===== config.mk =====
export PLATFORM = sky130hd
export DESIGN_NAME = snn_lif_net2
export DESIGN_NICKNAME = d
export VERILOG_FILES = /design/src/rtl/snn_pkg.sv /design/src/rtl/lif_neuron.sv /design/src/rtl/snn_lif_net2.sv
export SDC_FILE = /design/constraint.sdc
export NUM_CORES = 2
export LEC_CHECK = 0
export CAP_MARGIN = 0
export CORE_AREA = 2 2 464 466
export CTS_CLUSTER_DIAMETER = 30
export CTS_CLUSTER_SIZE = 12
export DETAILED_ROUTE_END_ITERATION = 16
export DIE_AREA = 0 0 466 468
export DONT_BUFFER_PORTS = 1
export GPL_TIMING_DRIVEN = 0
export HOLD_SLACK_MARGIN = 0.03
export PLACE_DENSITY = 0.34
export SLEW_MARGIN = 10
export SYNTH_ARGS = -nofsm -noshare
export SYNTH_HDL_FRONTEND = slang
export SYNTH_SLANG_ARGS = --single-unit

===== constraint.sdc =====
create_clock -name clk -period 11.8 [get_ports clk]
set_clock_uncertainty 0.15 [all_clocks]
set_input_delay 1.18 -clock clk [delete_from_list [all_inputs] [get_ports clk]]
set_output_delay 1.18 -clock clk [all_outputs]
set_load 0.05 [all_outputs]

===== src/rtl/snn_pkg.sv =====
// Shared types and helpers for the two-layer LIF network: sequencer states,
// spike-count width and a width-generic saturating add.
package snn_pkg;

    typedef enum logic [2:0] {
        ST_IDLE,
        ST_L1_ACC,
        ST_L1_FIRE,
        ST_L2_ACC,
        ST_L2_FIRE,
        ST_DONE
    } state_t;

    localparam int SAT_W = 64;

    function automatic int cnt_w(input int t_steps);
        return $clog2(t_steps + 1);
    endfunction

    // Operands arrive sign-extended to SAT_W bits; the result is clamped to the
    // signed range of a w-bit value so that callers can simply truncate it.
    function automatic logic signed [SAT_W-1:0] sat_add(
        input logic signed [SAT_W-1:0] a,
        input logic signed [SAT_W-1:0] b,
        input int                      w
    );
        logic signed [SAT_W-1:0] s;
        logic signed [SAT_W-1:0] hi;
        logic signed [SAT_W-1:0] lo;
        logic signed [SAT_W-1:0] r;
        s  = a + b;
        hi = (64'sd1 <<< (w - 1)) - 64'sd1;
        lo = -(64'sd1 <<< (w - 1));
        r  = s;
        if (s > hi) begin
            r = hi;
        end else if (s < lo) begin
            r = lo;
        end
        return r;
    endfunction

endpackage


===== src/rtl/lif_neuron.sv =====
// One LIF neuron: bias-seeded accumulator, leak, saturating membrane, threshold.
// Updates only on the strobes it is given; no backpressure of its own.
module lif_neuron
    import snn_pkg::*;
#(
    parameter int N_TERMS = 25,
    parameter int W_W     = 8,
    parameter int W_V     = 16,
    parameter int TH      = 64,
    parameter int LEAK_SH = 3
) (
    input  logic           clk,
    input  logic           rst,
    input  logic           clr,
    input  logic           init,
    input  logic           acc_en,
    input  logic           fire,
    input  logic [W_W-1:0] bias,
    input  logic [W_W-1:0] weight,
    input  logic           spk_in,
    output logic           spike
);

    // Bias plus N_TERMS weights cannot overflow this width.
    localparam int W_A = W_W + $clog2(N_TERMS + 1) + 1;

    logic signed [W_A-1:0]   acc_q;
    logic signed [W_A-1:0]   acc_d;
    logic signed [W_V-1:0]   v_q;
    logic signed [W_V-1:0]   v_d;
    logic                    spike_q;
    logic                    spike_d;
    logic signed [SAT_W-1:0] v_ext;
    logic signed [SAT_W-1:0] acc_ext;
    logic signed [SAT_W-1:0] v_new;

    always_comb begin
        acc_d   = acc_q;
        v_d     = v_q;
        spike_d = spike_q;
        v_ext   = {{(SAT_W - W_V){v_q[W_V-1]}}, v_q};
        acc_ext = {{(SAT_W - W_A){acc_q[W_A-1]}}, acc_q};
        v_new   = sat_add(v_ext - (v_ext >>> LEAK_SH), acc_ext, W_V);

        if (clr) begin
            acc_d   = '0;
            v_d     = '0;
            spike_d = 1'b0;
        end else begin
            if (init) begin
                acc_d = {{(W_A - W_W){bias[W_W-1]}}, bias};
            end else if (acc_en && spk_in) begin
                acc_d = acc_q + {{(W_A - W_W){weight[W_W-1]}}, weight};
            end
            if (fire) begin
                if (v_new >= SAT_W'(TH)) begin
                    spike_d = 1'b1;
                    v_d     = '0;
                end else begin
                    spike_d = 1'b0;
                    v_d     = v_new[W_V-1:0];
                end
            end
        end
    end

    always_ff @(posedge clk or posedge rst) begin
        if (rst) begin
            acc_q   <= '0;
            v_q     <= '0;
            spike_q <= 1'b0;
        end else begin
            acc_q   <= acc_d;
            v_q     <= v_d;
            spike_q <= spike_d;
        end
    end

    assign spike = spike_q;

endmodule


===== src/rtl/snn_lif_net2.sv =====
// Two-layer time-multiplexed LIF network with per-sample spike counting and argmax.
// One step takes N_IN+N_H+3 cycles; pulse is ignored while busy or while a class is held.
module snn_lif_net2
    import snn_pkg::*;
#(
    parameter int N_IN    = 25,
    parameter int N_H     = 5,
    parameter int N_OUT   = 2,
    parameter int W_W     = 8,
    parameter int W_V     = 16,
    parameter int TH      = 64,
    parameter int LEAK_SH = 3,
    parameter int T_STEPS = 16
) (
    input  logic                                  clk,
    input  logic                                  reset,
    input  logic                                  pulse,
    input  logic                                  clear,
    input  logic [N_IN-1:0]                       total_pixel,
    input  logic [N_H*N_IN*W_W-1:0]               weights_for1,
    input  logic [N_H*W_W-1:0]                    bias_for1,
    input  logic [N_OUT*N_H*W_W-1:0]              weights_for2,
    input  logic [N_OUT*W_W-1:0]                  bias_for2,
    output logic [N_H-1:0]                        spike_l1,
    output logic [N_OUT-1:0]                      spike_l2,
    output logic                                  busy,
    output logic                                  step_done,
    output logic [N_OUT*$clog2(T_STEPS+1)-1:0]    out_count,
    output logic                                  class_valid,
    output logic [$clog2(N_OUT)-1:0]              class_idx
);

    localparam int CW    = cnt_w(T_STEPS);
    localparam int CI_W  = $clog2(N_OUT);
    localparam int IDX_N = (N_IN > N_H) ? N_IN : N_H;
    localparam int IDX_W = (IDX_N > 1) ? $clog2(IDX_N) : 1;

    state_t            state_q;
    state_t            state_d;
    logic [IDX_W-1:0]  idx_q;
    logic [IDX_W-1:0]  idx_d;
    logic [N_IN-1:0]   pix_q;
    logic [N_IN-1:0]   pix_d;
    logic [CW-1:0]     step_q;
    logic [CW-1:0]     step_d;
    logic [N_OUT*CW-1:0] cnt_q;
    logic [N_OUT*CW-1:0] cnt_d;
    logic [N_OUT*CW-1:0] cnt_inc;
    logic              cv_q;
    logic              cv_d;
    logic [CI_W-1:0]   ci_q;
    logic [CI_W-1:0]   ci_d;
    logic [CI_W-1:0]   best_i;
    logic [CW-1:0]     best_v;

    logic              accept;
    logic              l1_acc;
    logic              l1_fire;
    logic              l2_init;
    logic              l2_acc;
    logic              l2_fire;
    logic              l1_in;
    logic              l2_in;
    logic [W_W-1:0]    w1_sel [N_H];
    logic [W_W-1:0]    w2_sel [N_OUT];

    assign accept  = (state_q == ST_IDLE) && pulse && !clear && !cv_q;
    assign l1_acc  = (state_q == ST_L1_ACC);
    assign l1_fire = (state_q == ST_L1_FIRE);
    assign l2_init = (state_q == ST_L1_FIRE);
    assign l2_acc  = (state_q == ST_L2_ACC);
    assign l2_fire = (state_q == ST_L2_FIRE);

    // Current input bit and the per-neuron weight for that input index.
    always_comb begin
        l1_in = 1'b0;
        l2_in = 1'b0;
        for (int i = 0; i < N_IN; i++) begin
            if (int'(idx_q) == i) l1_in = pix_q[i];
        end
        for (int h = 0; h < N_H; h++) begin
            if (int'(idx_q) == h) l2_in = spike_l1[h];
        end
        for (int h = 0; h < N_H; h++) begin
            w1_sel[h] = weights_for1[(h * N_IN + int'(idx_q)) * W_W +: W_W];
        end
        for (int o = 0; o < N_OUT; o++) begin
            w2_sel[o] = weights_for2[(o * N_H + int'(idx_q)) * W_W +: W_W];
        end
    end

    // Counts as they would be after this step, and their argmax (lowest index wins ties).
    always_comb begin
        cnt_inc = '0;
        for (int o = 0; o < N_OUT; o++) begin
            cnt_inc[o*CW +: CW] = cnt_q[o*CW +: CW] + CW'(spike_l2[o]);
        end
        best_i = '0;
        best_v = cnt_inc[0 +: CW];
        for (int o = 1; o < N_OUT; o++) begin
            if (cnt_inc[o*CW +: CW] > best_v) begin
                best_v = cnt_inc[o*CW +: CW];
                best_i = CI_W'(o);
            end
        end
    end

    always_comb begin
        state_d = state_q;
        idx_d   = idx_q;
        pix_d   = pix_q;
        step_d  = step_q;
        cnt_d   = cnt_q;
        cv_d    = cv_q;
        ci_d    = ci_q;

        if (clear) begin
            state_d = ST_IDLE;
            idx_d   = '0;
            pix_d   = '0;
            step_d  = '0;
            cnt_d   = '0;
            cv_d    = 1'b0;
            ci_d    = '0;
        end else begin
            case (state_q)
                ST_IDLE: begin
                    if (accept) begin
                        state_d = ST_L1_ACC;
                        idx_d   = '0;
                        pix_d   = total_pixel;
                    end
                end
                ST_L1_ACC: begin
                    if (idx_q == IDX_W'(N_IN - 1)) begin
                        state_d = ST_L1_FIRE;
                        idx_d   = '0;
                    end else begin
                        idx_d = idx_q + IDX_W'(1);
                    end
                end
                ST_L1_FIRE: begin
                    state_d = ST_L2_ACC;
                    idx_d   = '0;
                end
                ST_L2_ACC: begin
                    if (idx_q == IDX_W'(N_H - 1)) begin
                        state_d = ST_L2_FIRE;
                        idx_d   = '0;
                    end else begin
                        idx_d = idx_q + IDX_W'(1);
                    end
                end
                ST_L2_FIRE: begin
                    state_d = ST_DONE;
                end
                ST_DONE: begin
                    state_d = ST_IDLE;
                    step_d  = step_q + CW'(1);
                    cnt_d   = cnt_inc;
                    if (step_d == CW'(T_STEPS)) begin
                        cv_d = 1'b1;
                        ci_d = best_i;
                    end
                end
                default: begin
                    state_d = ST_IDLE;
                end
            endcase
        end
    end

    always_ff @(posedge clk or posedge reset) begin
        if (reset) begin
            state_q <= ST_IDLE;
            idx_q   <= '0;
            pix_q   <= '0;
            step_q  <= '0;
            cnt_q   <= '0;
            cv_q    <= 1'b0;
            ci_q    <= '0;
        end else begin
            state_q <= state_d;
            idx_q   <= idx_d;
            pix_q   <= pix_d;
            step_q  <= step_d;
            cnt_q   <= cnt_d;
            cv_q    <= cv_d;
            ci_q    <= ci_d;
        end
    end

    for (genvar h = 0; h < N_H; h++) begin : g_l1
        lif_neuron #(
            .N_TERMS (N_IN),
            .W_W     (W_W),
            .W_V     (W_V),
            .TH      (TH),
            .LEAK_SH (LEAK_SH)
        ) u_neuron (
            .clk    (clk),
            .rst    (reset),
            .clr    (clear),
            .init   (accept),
            .acc_en (l1_acc),
            .fire   (l1_fire),
            .bias   (bias_for1[h*W_W +: W_W]),
            .weight (w1_sel[h]),
            .spk_in (l1_in),
            .spike  (spike_l1[h])
        );
    end

    for (genvar o = 0; o < N_OUT; o++) begin : g_l2
        lif_neuron #(
            .N_TERMS (N_H),
            .W_W     (W_W),
            .W_V     (W_V),
            .TH      (TH),
            .LEAK_SH (LEAK_SH)
        ) u_neuron (
            .clk    (clk),
            .rst    (reset),
            .clr    (clear),
            .init   (l2_init),
            .acc_en (l2_acc),
            .fire   (l2_fire),
            .bias   (bias_for2[o*W_W +: W_W]),
            .weight (w2_sel[o]),
            .spk_in (l2_in),
            .spike  (spike_l2[o])
        );
    end

    assign busy        = (state_q != ST_IDLE);
    assign step_done   = (state_q == ST_DONE);
    assign out_count   = cnt_q;
    assign class_valid = cv_q;
    assign class_idx   = ci_q;

endmodule


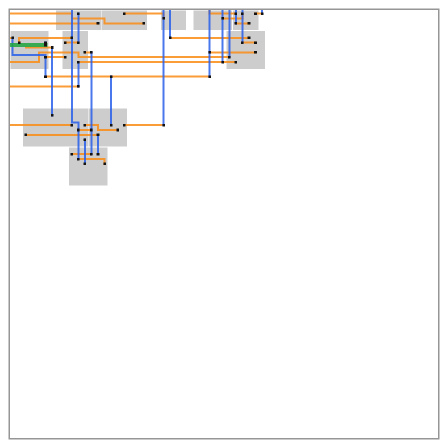
(zoomed window)
Region (334, 102) to (364, 132) µm. Cells in gray, sequential cells in the stronger gray; small squares are vias.
metal 3: marked green. metal 1: marked orange. metal 2: marked blue.
10 logic cells have their middle in the window. Sequential cells in the window: 0.

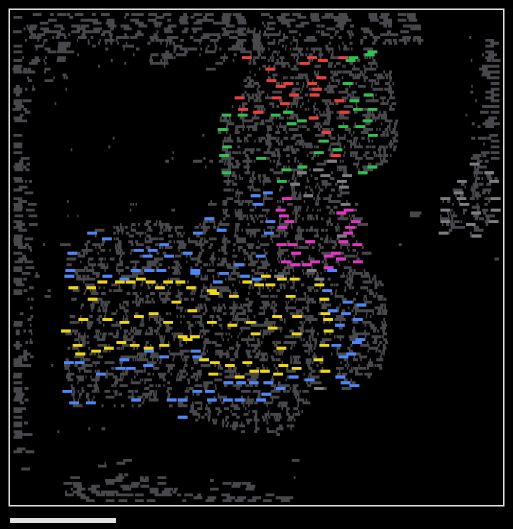
(sequential cells colored by netlist name)
Bar = 100 µm. Other sequential cells in the stronger gray, the rest of the logic in the fainter gray.
`g_l1.u_neuron.v_q`: marked blue, flops 80. `pix_q`: marked magenta, flops 25. `g_l2.u_neuron.v_q`: marked green, flops 32. `g_l1.u_neuron.acc_q`: marked yellow, flops 70. `g_l2.u_neuron.acc_q`: marked red, flops 24, where top center.
Flop area: 0.00658 mm²
Post-Route Utilization: 20.4%
register share of the cell area: 15.1%
P_seq: 1.12 mW

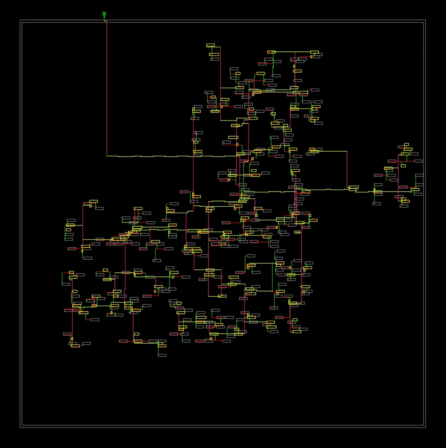
(clock nets)
clk ins delay skew pair: 0.71 ns
number of buffers inserted during clock tree synthesis: 100
layout sequential cell count: 263
clock tree buffer count of the final layout: 151

## metrics by stage
stage / setup TNS [ns] / hold WS (ns) / setup WS (ns)
floorplan: 0 / 0.300 / 3.23
global placement: -529.12 / 0.318 / -2.09
detailed placement: 0 / 0.321 / 0.750
CTS: 0 / 0.112 / 0.703
global route: 0 / 0.134 / 0.586
finish: 0 / 0.161 / 1.02
## where the power goes
part,internal [mW],total [mW],switching [mW]
clock,1.89,2.69,0.798
combinational,2.06,5.23,3.18
sequential,1.02,1.12,0.0967
total,4.96,9.04,4.07
## cell families (layout without fill, tap and decap cells)
group	Yosys count	after routing
buf+inv	672	904
compound gates	999	999
flops	263	263
simple gates	834	834
xor+xnor	163	163
mux	465	465
fa+ha+maj	333	333
other cells	0	218
## critical path: cells and delay by family, from the launching register on
kind            cells  cell delay [ns]
buf+inv             8             4.90
compound gates      9             3.15
mux                 1             0.70
flops               1             0.58
fa+ha+maj           2             0.50
simple gates        3             0.38
xor+xnor            1             0.17
## state kept, by name, summed over array words and instances, names as in the netlist, 2 cells and up
| signal | cells |
|---|---|
| state_q | 3 |
| g_l2.u_neuron.v_q | 32 |
| g_l1.u_neuron.spike | 5 |
| idx_q | 5 |
| g_l2.u_neuron.acc_q | 24 |
| out_count | 10 |
| g_l1.u_neuron.v_q | 80 |
| g_l2.u_neuron.spike | 2 |
| step_q | 5 |
| g_l1.u_neuron.acc_q | 70 |
| pix_q | 25 |
## area by class of cell
cell class	count	area [µm²]	area share, %
diodes	218	546	1.25
plain buffers	222	995	2.28
clock buffers	151	3020	6.92
clock inverters	35	459	1.05
inverters	450	1700	3.89
multi-input cells	2794	25800	59.2
flip-flops and latches	263	6580	15.1
well taps	2838	3550	8.15
repair buffers	46	951	2.18
==> flow_summary.json <==
{
  "synth.ff_latch_count": 263,
  "number_of_resized_instances_in_the_post_cts_repair_step": 0,
  "worst_setup_path_start_kind": "flop",
  "leakage_power_summed_over_all_cells_nw": 16.7,
  "cts-htree-levels": 3,
  "cpMaxStageDelayCell": "sky130_fd_sc_hd__buf_2",
  "count_of_warning_messages_emitted_by_the_tools": 36,
  "crit_arrival_ns": 11.20,
  "grt_most_used_layer": "met2",
  "fmaxAchievable_ghz": 0.0928,
  "leading_area_contributor_after_synthesis": "sky130_fd_sc_hd__mux4_2",
  "worst_setup_path_endpoint": "g_l1[0].u_neuron.acc_q[12]",
  "grt_start_max_net_pins": 89,
  "enable_flop_cells": 0,
  "p_total_mw": 9.04,
  "dp.final_hpwl_um": 238000,
  "drc": 0,
  "timing.final.setup_violations": 0,
  "regToRegStartpoint": "idx_q[0]",
  "yosys_warnings": 0,
  "cts_num_sinks": 263,
  "grt_setup_unrepaired": "false",
  "post_layout_nonfiller_instances": 7017,
  "post_route_m1_wl_um": 98200,
  "die_x_um": 466,
  "fp_util_pct": 16.4,
  "netlist_top_cells_area": "sky130_fd_sc_hd__mux4_2 (22%), sky130_fd_sc_hd__dfrtp_1 (19%), sky130_fd_sc_hd__ha_1 (7.9%)",
  "async_flop_share_pct": 100,
  "synthTopCellsByCount": "sky130_fd_sc_hd__inv_1 (450), sky130_fd_sc_hd__mux4_2 (342), sky130_fd_sc_hd__nand2_1 (301), sky130_fd_sc_hd__dfrtp_1 (263), sky130_fd_sc_hd__a21oi_1 (260)",
  "synth.yosys.chip_area_mm2": 0.0349,
  "clock_path_buffers": 3,
  "critPathCaptureType": "flop",
  "synthSimpleGateAreaFrac_pct": 10.9,
  "groute.layer.met3.usage_pct": 8.76,
  "via_count_of_the_first_global_routing_pass": 34700,
  "num_vias": 34900,
  "crit_required_ns": 12.23,
  "syn_inst": 3729,
  "route.antenna.remaining_nets": 0,
  "dr.first_iter.drc_count": 3427,
  "ys_seq_share_pct": 18.8,
  "postRouteWirelength_um": 280000,
  "timing.hold.worst.class": "input pin to asynchronous set/reset pin",
  "clock_tree.root_cell": "sky130_fd_sc_hd__clkbuf_16",
  "routabilityCongestion": 1.07,
  "timing.max_cap.violations": 0,
  "die_height_um": 468,
  "crit_path_cell_trace": "buf_2 -> buf_2 -> buf_2 -> buf_4 -> buf_2 -> buf_2 -> buf_2 -> mux2i_1 -> o221ai_1 -> a221oi_1 -> nor2_1 -> ha_1 -> inv_1 -> fa_1 -> nor2b_1 -> o21ai_0 -> a21boi_0 -> o21ai_0 -> a21oi_1 -> a41o_1 -> o41ai_1 -> xnor2_1 -> nor2_1 -> o22ai_1",
  "ys_sh_mux_pct": 25.6,
  "floorplan.nets": 5227,
  "timing.reg2reg.setup_slack_ns": 1.02,
  "grt_use_total_pct": 24.8,
  "timing.final.hold_violations": 0,
  "ys_sh_adder_pct": 14.3,
  "yosys.cell_count.top_type": "sky130_fd_sc_hd__inv_1",
  "layout.cells.most_common_list": "sky130_fd_sc_hd__inv_1 (449), sky130_fd_sc_hd__mux4_2 (342), sky130_fd_sc_hd__nand2_1 (301)",
  "hold_buffers": 0,
  "run_status": "finished, final reports clean",
  "met2_usage_pct": 41.2,
  "global_route_wire_length_before_repair_um": 352000,
  "xor_area_share_pct": 4.09,
  "numPlacedInstances": 6612,
  "met3WireLength_um": 25100,
  "cts_setup_buffers": 0,
  "area_delta_synth_final_pct": 24.8,
  "slew_headroom_pct": 6.12,
  "fillers": 23700,
  "clkSlewWorstSetupHoldPaths_ns": 0.04,
  "synthFlopType": "sky130_fd_sc_hd__dfrtp_1",
  "drtPass1Iterations": 6,
  "worst-setup-path-type": "flop to flop",
  "yosys.area_share.aoi_pct": 18.8,
  "avgSynthCellArea_um2": 9.36,
  "worst-slew-pin-transition_ns": 1.41,
  "post_syn_area_mm2": 0.0349,
  "worst_path_maximum_fanout": 10,
  "core.rowCount": 170,
  "vias_per_cell": 4.97,
  "synth_largest_type_area_fraction_pct": 22.1,
  "ioPinCount": 1186,
  "r2r_end": "g_l1[0].u_neuron.acc_q[12]",
  "final_cell_area_mm2": 0.0436,
  "post-route-period-util_pct": 91.3,
  "synth.yosys.num_cells": 3729,
  "irDropWorstVdd_uv": 113,
  "die_area_mm2": 0.218,
  "finalNetCount": 5375,
  "lay_top_count": "sky130_fd_sc_hd__inv_1",
  "layout-drive-gt1-share_pct": 17.8,
  "synth.lib_cells_used.distinct": 79,
  "globalRoute.totalOverflow": 0,
  "cts_tree": "yes",
  "antenna_found_initial": 184,
  "globalRouteMet1Util_pct": 26.2,
  "top_layer_used": "met5",
  "placement.cell_area_mm2": 0.0395,
  "io_buffer_count": 0,
  "crit_start": "idx_q[0]",
  "wl_met2_um": 134000,
  "final_max_slew_viol_count": 0,
  "path_common_cell": "sky130_fd_sc_hd__buf_2",
  "power_density_mw_per_mm2": 207,
  "r2r.worst_path.cells": 24,
  "critical_path.max_stage_delay_ns": 1.01,
  "routedWlPerCell_um": 39.9,
  "min_period_ns": 10.78,
  "core_mm2": 0.213,
  "synthTopLogicFamily": "multiplexers"
}
Power is estimated from default activity; no workload was simulated.
